$ cat config.mk
export PLATFORM = sky130hd
export DESIGN_NAME = ser2par
export DESIGN_NICKNAME = d
export VERILOG_FILES = /design/src/rtl/ser2par.sv
export SDC_FILE = /design/constraint.sdc
export NUM_CORES = 1
export LEC_CHECK = 0
export ABC_AREA = 1
export CAP_MARGIN = 30
export CORE_MARGIN = 2
export CORE_UTILIZATION = 53
export CTS_CLUSTER_DIAMETER = 200
export DETAILED_ROUTE_END_ITERATION = 16
export PLACE_DENSITY = 0.81
export RECOVER_POWER = 50
export SYNTH_ARGS = -nofsm -noshare
export SYNTH_HDL_FRONTEND = slang
export SYNTH_SLANG_ARGS = --single-unit
$ cat constraint.sdc
create_clock -name clk -period 1.8 [get_ports clk]
set_input_delay 0.36 -clock clk [delete_from_list [all_inputs] [get_ports clk]]
set_output_delay 0.36 -clock clk [all_outputs]
set_load 0.05 [all_outputs]
$ cat src/rtl/ser2par.sv
// ser2par: MSB-first serial-to-parallel receiver with framing-error detection.
module ser2par #(
  parameter int WORD_LENGTH = 8
) (
  input  logic                   clk,
  input  logic                   reset,
  input  logic                   ser,
  input  logic                   start,
  output logic [WORD_LENGTH-1:0] par,
  output logic                   valid,
  output logic                   busy,
  output logic                   err
);
  localparam int CW = WORD_LENGTH > 2 ? $clog2(WORD_LENGTH) : 1;
  typedef enum logic {IDLE, SHIFT} state_t;
  state_t                 state;
  logic [CW-1:0]          cnt;
  logic [WORD_LENGTH-1:0] shreg;
  logic [WORD_LENGTH-1:0] next_word;
  assign next_word = {shreg[WORD_LENGTH-2:0], ser};
  assign busy = state == SHIFT;
  always_ff @(posedge clk) begin
    if (reset) begin
      state <= IDLE;
      cnt   <= '0;
      shreg <= '0;
      par   <= '0;
      valid <= 1'b0;
      err   <= 1'b0;
    end else begin
      valid <= 1'b0;
      err   <= 1'b0;
      shreg <= (state == IDLE && !start) ? shreg : next_word;
      if (start) begin
        // a start while busy aborts the frame and begins a new one on this bit
        err   <= state == SHIFT;
        cnt   <= CW'(1);
        state <= SHIFT;
      end else if (state == SHIFT) begin
        if (cnt == CW'(WORD_LENGTH - 1)) begin
          par   <= next_word;
          valid <= 1'b1;
          cnt   <= '0;
          state <= IDLE;
        end else begin
          cnt <= cnt + CW'(1);
        end
      end
    end
  end
endmodule

Figure 1. Logic cells by family (run 1).
Scale bar: 10 um.
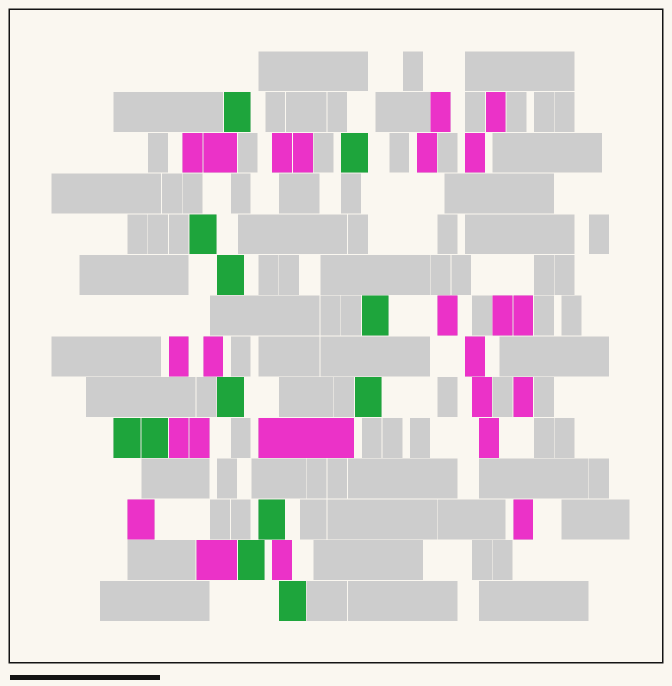
Key: green = aoi and oai cells [cells 12, most used o21ai_0]; magenta = nand cells [cells 24, most used nand2_1]

Figure 2. Register map, names as in the netlist (run 1).
Scale bar: 10 um. Other sequential cells in the stronger grey, the rest of the logic in the fainter grey.
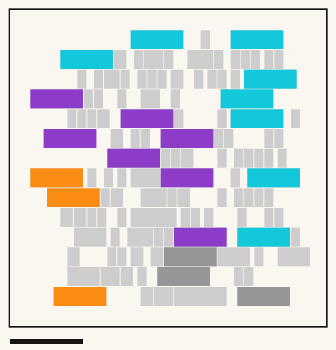
Key: cyan = par [flops 8]; purple = shreg [flops 7]; orange = cnt [flops 3]
Another 3 sequential cells are not coloured.

Figure 3. Cells coloured by class (run 1).
Scale bar: 10 um.
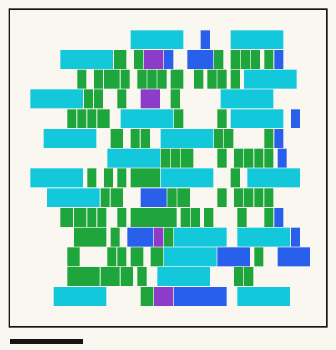
Key: cyan = registers [cells 21]; purple = clock drivers and dummy loads [cells 4]; blue = remaining buffers and delay cells [cells 14]; green = remaining logic cells [cells 84]
Core Region: 1489 sq um
Cell Rows: 14
flop share of the area: 0.4427

==> summary.txt, run 1 <==
Net Count, Synth: 114
number of buffer and inverter stages on the critical path: 1
Max-Cap Viols: 0
outcome: completed
Cell Type Count: 16
Static Leak: 0.4902 nW
placer's final routability congestion estimate: 0.8625
Avg WL per Cell: 10.48 um
gate count after technology mapping: 108
H-tree levels: 1
clock network power share: 0.284
most numerous logic cell after layout: nor2_1
Final Util: 0.6378
largest net degree at the start of global routing: 18
top cells by area: dfxtp_1, nor2_1, nand2_1, inv_1, o21ai_0
Syn Area/Cell: 7.669 sq um
Startpoint Class: flip-flop
die area: 1895 sq um
grt ovf: 0
drt drc: 0
area growth from synthesis to layout: 14.65%
wire length of the first global-routing pass: 2339 um
Max stage delay on crit path: 0.48 ns
TritonCTS clock tree: done
final net count: 130
Sw Share: 0.2436
period utilisation layout: 0.8290
Pwr Total: 785.6 uW
final setup TNS: 0 ns
most frequent cells in the layout: nor2_1, dfxtp_1, nand2_1, inv_1, clkbuf_1
achievable frequency: 0.6701 GHz
-- run 1: synth_stat cells --
cell type   n
a21oi_1     5
buf_4       1
buf_6       2
dfxtp_1    21
ha_1        2
inv_1      12
inv_2       1
nand2_1    20
nand2_2     1
nand3_1     1
nand3_4     1
nand3b_1    1
nor2_1     31
nor2_4      1
nor3_1      1
o21ai_0     7
-- run 1: metal layers --
layer	share of wire	track usage	up-vias	routed length, um
met4	0.023	0.1091	0	34
met2	0.46	0.2746	16	672
met3	0.053	0.02500	3	77
met1	0.46	0.1995	311	673
met5	0	0	-	0
li1	-	-	359	-
-- run 1: per-stage QoR --
| stage | area [sq um] | hold slack, ns |
|---|---|---|
| 2_1_floorplan | 828.3 | 0.4291 |
| 3_3_place_gp | 948.4 | 0.4553 |
| 3_5_place_dp | 948.4 | 0.4584 |
| 4_1_cts | 974.7 | 0.4758 |
| 5_1_grt | 949.7 | 0.5087 |
| 6_report | 949.7 | 0.4710 |
-- run 1: state kept, by name, summed over array words and instances, names as in the netlist --
| register | cells |
|---|---|
| busy | 1 |
| cnt | 3 |
| err | 1 |
| par | 8 |
| shreg | 7 |
| valid | 1 |
-- run 1: power groups by stage --
stage	combinational (mW)	clock [mW]	sequential, mW
6_report	0.0658	0.223	0.497
3_3_place_gp	0.0635	0	0.507
5_1_grt	0.0729	0.246	0.500
2_1_floorplan	0.0411	0	0.509
4_1_cts	0.0662	0.233	0.497
3_5_place_dp	0.0660	0	0.507
-- run 1: logic make-up (layout without fill, tap and decap cells) --
family	after synthesis	in the layout	share of synthesized area
and+or+nand+nor	57	57	0.2946
DFF	21	21	0.5075
buffers and inverters	16	31	0.09516
AOI/OAI and AO/OA	12	12	0.07250
adders and majority gates	2	2	0.03021
-- run 1: area by class of cell --
type | count | area (sq um) | area share
flip-flops and latches | 21 | 420.4 | 0.4427
multi-input cells | 71 | 329.1 | 0.3465
repair buffers | 14 | 105.1 | 0.1107
inverters | 13 | 48.80 | 0.05138
clock buffers | 4 | 26.28 | 0.02767
well taps | 16 | 20.02 | 0.02108
-- run 1: worst min-delay path, cell delays in order (launching register included) --
cell and delay (ns):
dfxtp_1 0.33, nand2_1 0.06, a21oi_1 0.05
-- run 1: what timing repair did --
| item | 4_1_cts | 5_1_grt |
|---|---|---|
| endpoints found under the setup margin | 0 | 2 |
| endpoints found under the hold margin | 0 | 0 |
| gates resized | 0 | 2 |
-- run 1: final timing paths --
kind,start,slack [ns],cells past startpoint,to
min reg2reg,cnt[2],0.47,2,cnt[2]
max,par[7],0.31,1,par[7]
max reg2reg,cnt[0],0.56,6,par[0]
min,cnt[2],0.47,2,cnt[2]
==> run 2: changes to the inputs <==
--- a/config.mk
+++ b/config.mk
@@ -8,10 +8,10 @@
 export ABC_AREA = 1
 export CAP_MARGIN = 30
 export CORE_MARGIN = 2
-export CORE_UTILIZATION = 53
+export CORE_UTILIZATION = 49
 export CTS_CLUSTER_DIAMETER = 200
 export DETAILED_ROUTE_END_ITERATION = 16
-export PLACE_DENSITY = 0.81
+export PLACE_DENSITY = 0.75
 export RECOVER_POWER = 50
 export SYNTH_ARGS = -nofsm -noshare
 export SYNTH_HDL_FRONTEND = slang
==> constraint.sdc (replaced) <==
create_clock -name clk -period 1.4 [get_ports clk]
set_input_delay 0.28 -clock clk [delete_from_list [all_inputs] [get_ports clk]]
set_output_delay 0.28 -clock clk [all_outputs]
set_load 0.05 [all_outputs]
Figure 4. Routing congestion map (run 2).
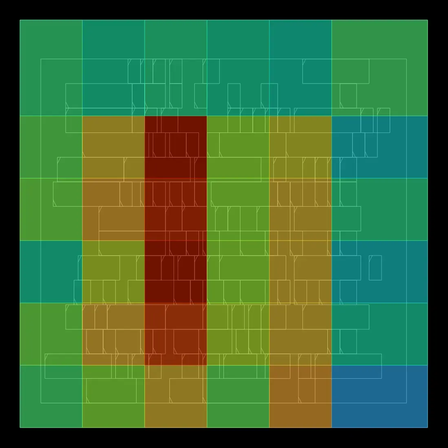
Avg WL per Cell: 12.58 um
routing usage on met3: 0.04800
Final Util: 0.6461

Figure 5. Cells by drive strength (run 2).
Scale bar: 10 um.
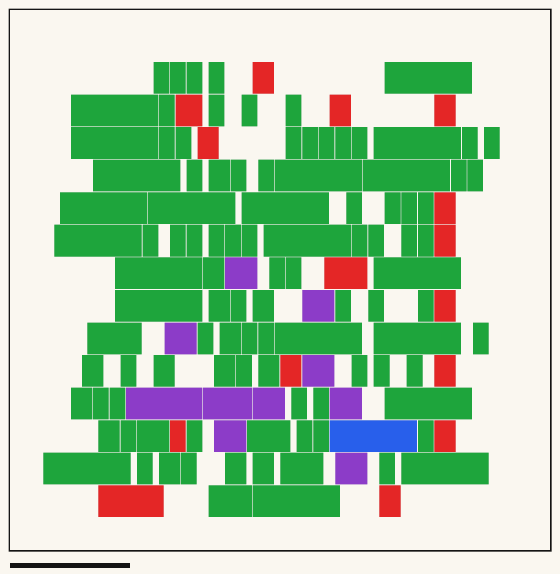
Key: green = x1 and smaller [cells 103, most used nor2_1]; blue = x6 and larger [cells 1, most used buf_12]; red = x2 [cells 15, most used clkbuf_2]; purple = x3 and x4 [cells 10, most used buf_4]
fin worst setup slack: 0.1204 ns
area growth from synthesis to layout: 20.24%
count of non-CTS buffers in the layout: 19
Final Cell Area: 996.0 sq um

==> summary.txt, run 2 <==
Critical R2R Launch: cnt[0]
count leader, synth: nor2_1
top cells by count: nor2_1, dfxtp_1, nand2_1, inv_1, o21ai_0
drt drc: 0
outcome: completed
final setup TNS: 0 ns
sequential standard cell area: 420.4 sq um
Main logic family: simple AND/OR/NAND/NOR gates
gate count after technology mapping: 108
clock network power share: 0.285
Sw Share: 0.2583
largest net degree at the start of global routing: 18
TritonCTS clock tree: done
Static Leak: 0.5082 nW
CP Depth: 1
Multiplexer share: 0
Cell Type Count: 16
Adders+Majority by Area: 0.03021
top cells by area: dfxtp_1, nor2_1, nand2_1, inv_1, o21ai_0
R2R Setup Slk: 0.15 ns
H-tree levels: 1
Max stage delay on crit path: 0.51 ns
wire length of the first global-routing pass: 2946 um
logic area: 341.6 sq um
Net Count, Synth: 114
number of buffer and inverter stages on the critical path: 1
Largest register FFs: 8
Figure 6. Logic cells by family (run 2).
Scale bar: 10 um.
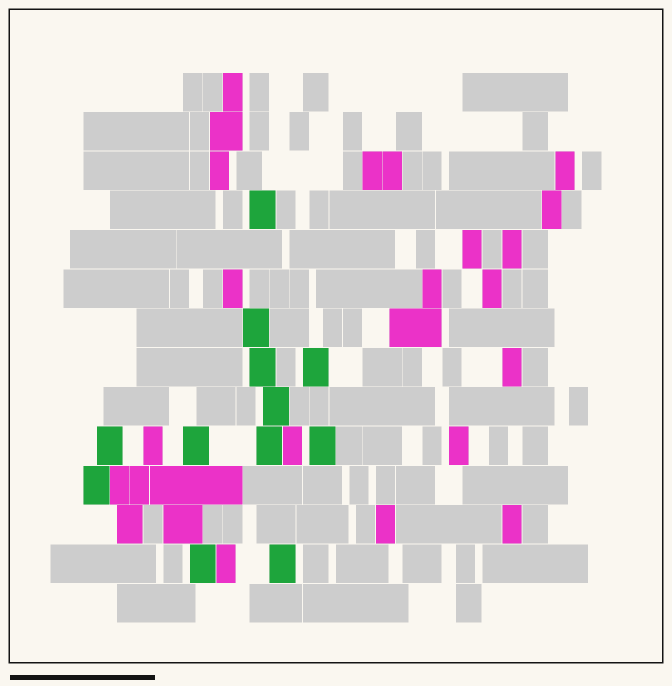
Key: magenta = nand cells [cells 25, most used nand2_1]; green = aoi and oai cells [cells 12, most used o21ai_0]

run 2: cell count changes in the layout (fill, tap and decap cells not counted), moves of 2 or more:
cell            before  now
buf_4                0    5
clkbuf_2             0   10
clkbuf_1             9    0
dlymetal6s2s_1       2    0
run 2: kinds of logic after synthesis:
family | Yosys count
DFF | 21
adders and majority gates | 2
AOI/OAI and AO/OA | 12
and+or+nand+nor | 57
buffers and inverters | 16
run 2: routing by layer:
| layer | track usage | wire, um |
|---|---|---|
| met5 | 0 | 0 |
| met1 | 0.2563 | 783 |
| met4 | 0.08235 | 42 |
| met3 | 0.04800 | 109 |
| met2 | 0.3200 | 889 |
run 2: worst min path at each step:
stage	depth (start not counted)	start	endpoint	slack, ns
6_report	2	cnt[1]	cnt[1]	0.49
3_5_place_dp	2	cnt[1]	cnt[1]	0.48
5_1_grt	2	cnt[1]	cnt[1]	0.53
3_3_place_gp	2	cnt[2]	cnt[2]	0.46
2_1_floorplan	1	reset	busy	0.35
4_1_cts	2	cnt[1]	cnt[1]	0.50
run 2: final cells by class:
cell class	instances	share of cell area
Clock inverter	1	0.005025
Sequential cell	21	0.4221
Inverter	13	0.04899
Tap cell	16	0.02010
Clock buffer	3	0.02261
Multi-Input combinational cell	72	0.3430
Timing Repair Buffer	19	0.1382
run 2: tightest hold or removal path, stage by stage, from the launching register on:
cell and delay [ns]:
dfxtp_1 0.33, nand2_1 0.06, a21oi_1 0.06
run 2: what timing repair did:
| action | in CTS | in global routing |
|---|---|---|
| hold buffers | 0 | 0 |
| gates resized | 0 | 1 |
| endpoints found under the setup margin | 0 | 2 |
run 2: power by group through the flow:
stage               registers, mW  logic [mW]  clock network, mW
detailed placement          0.651       0.103                  0
floorplan                   0.654      0.0529                  0
finish                      0.639       0.103              0.295
CTS                         0.637       0.104              0.291
global route                0.641       0.114              0.324
global placement            0.651      0.0996                  0
run 2: through the flow:
step	hold slack [ns]	std cells
after floorplan	0.3491	108
after global placement	0.4555	140
after detailed placement	0.4821	140
after CTS	0.4980	144
after global routing	0.5312	145
final	0.4918	145
Power is estimated from default activity; no workload was simulated.
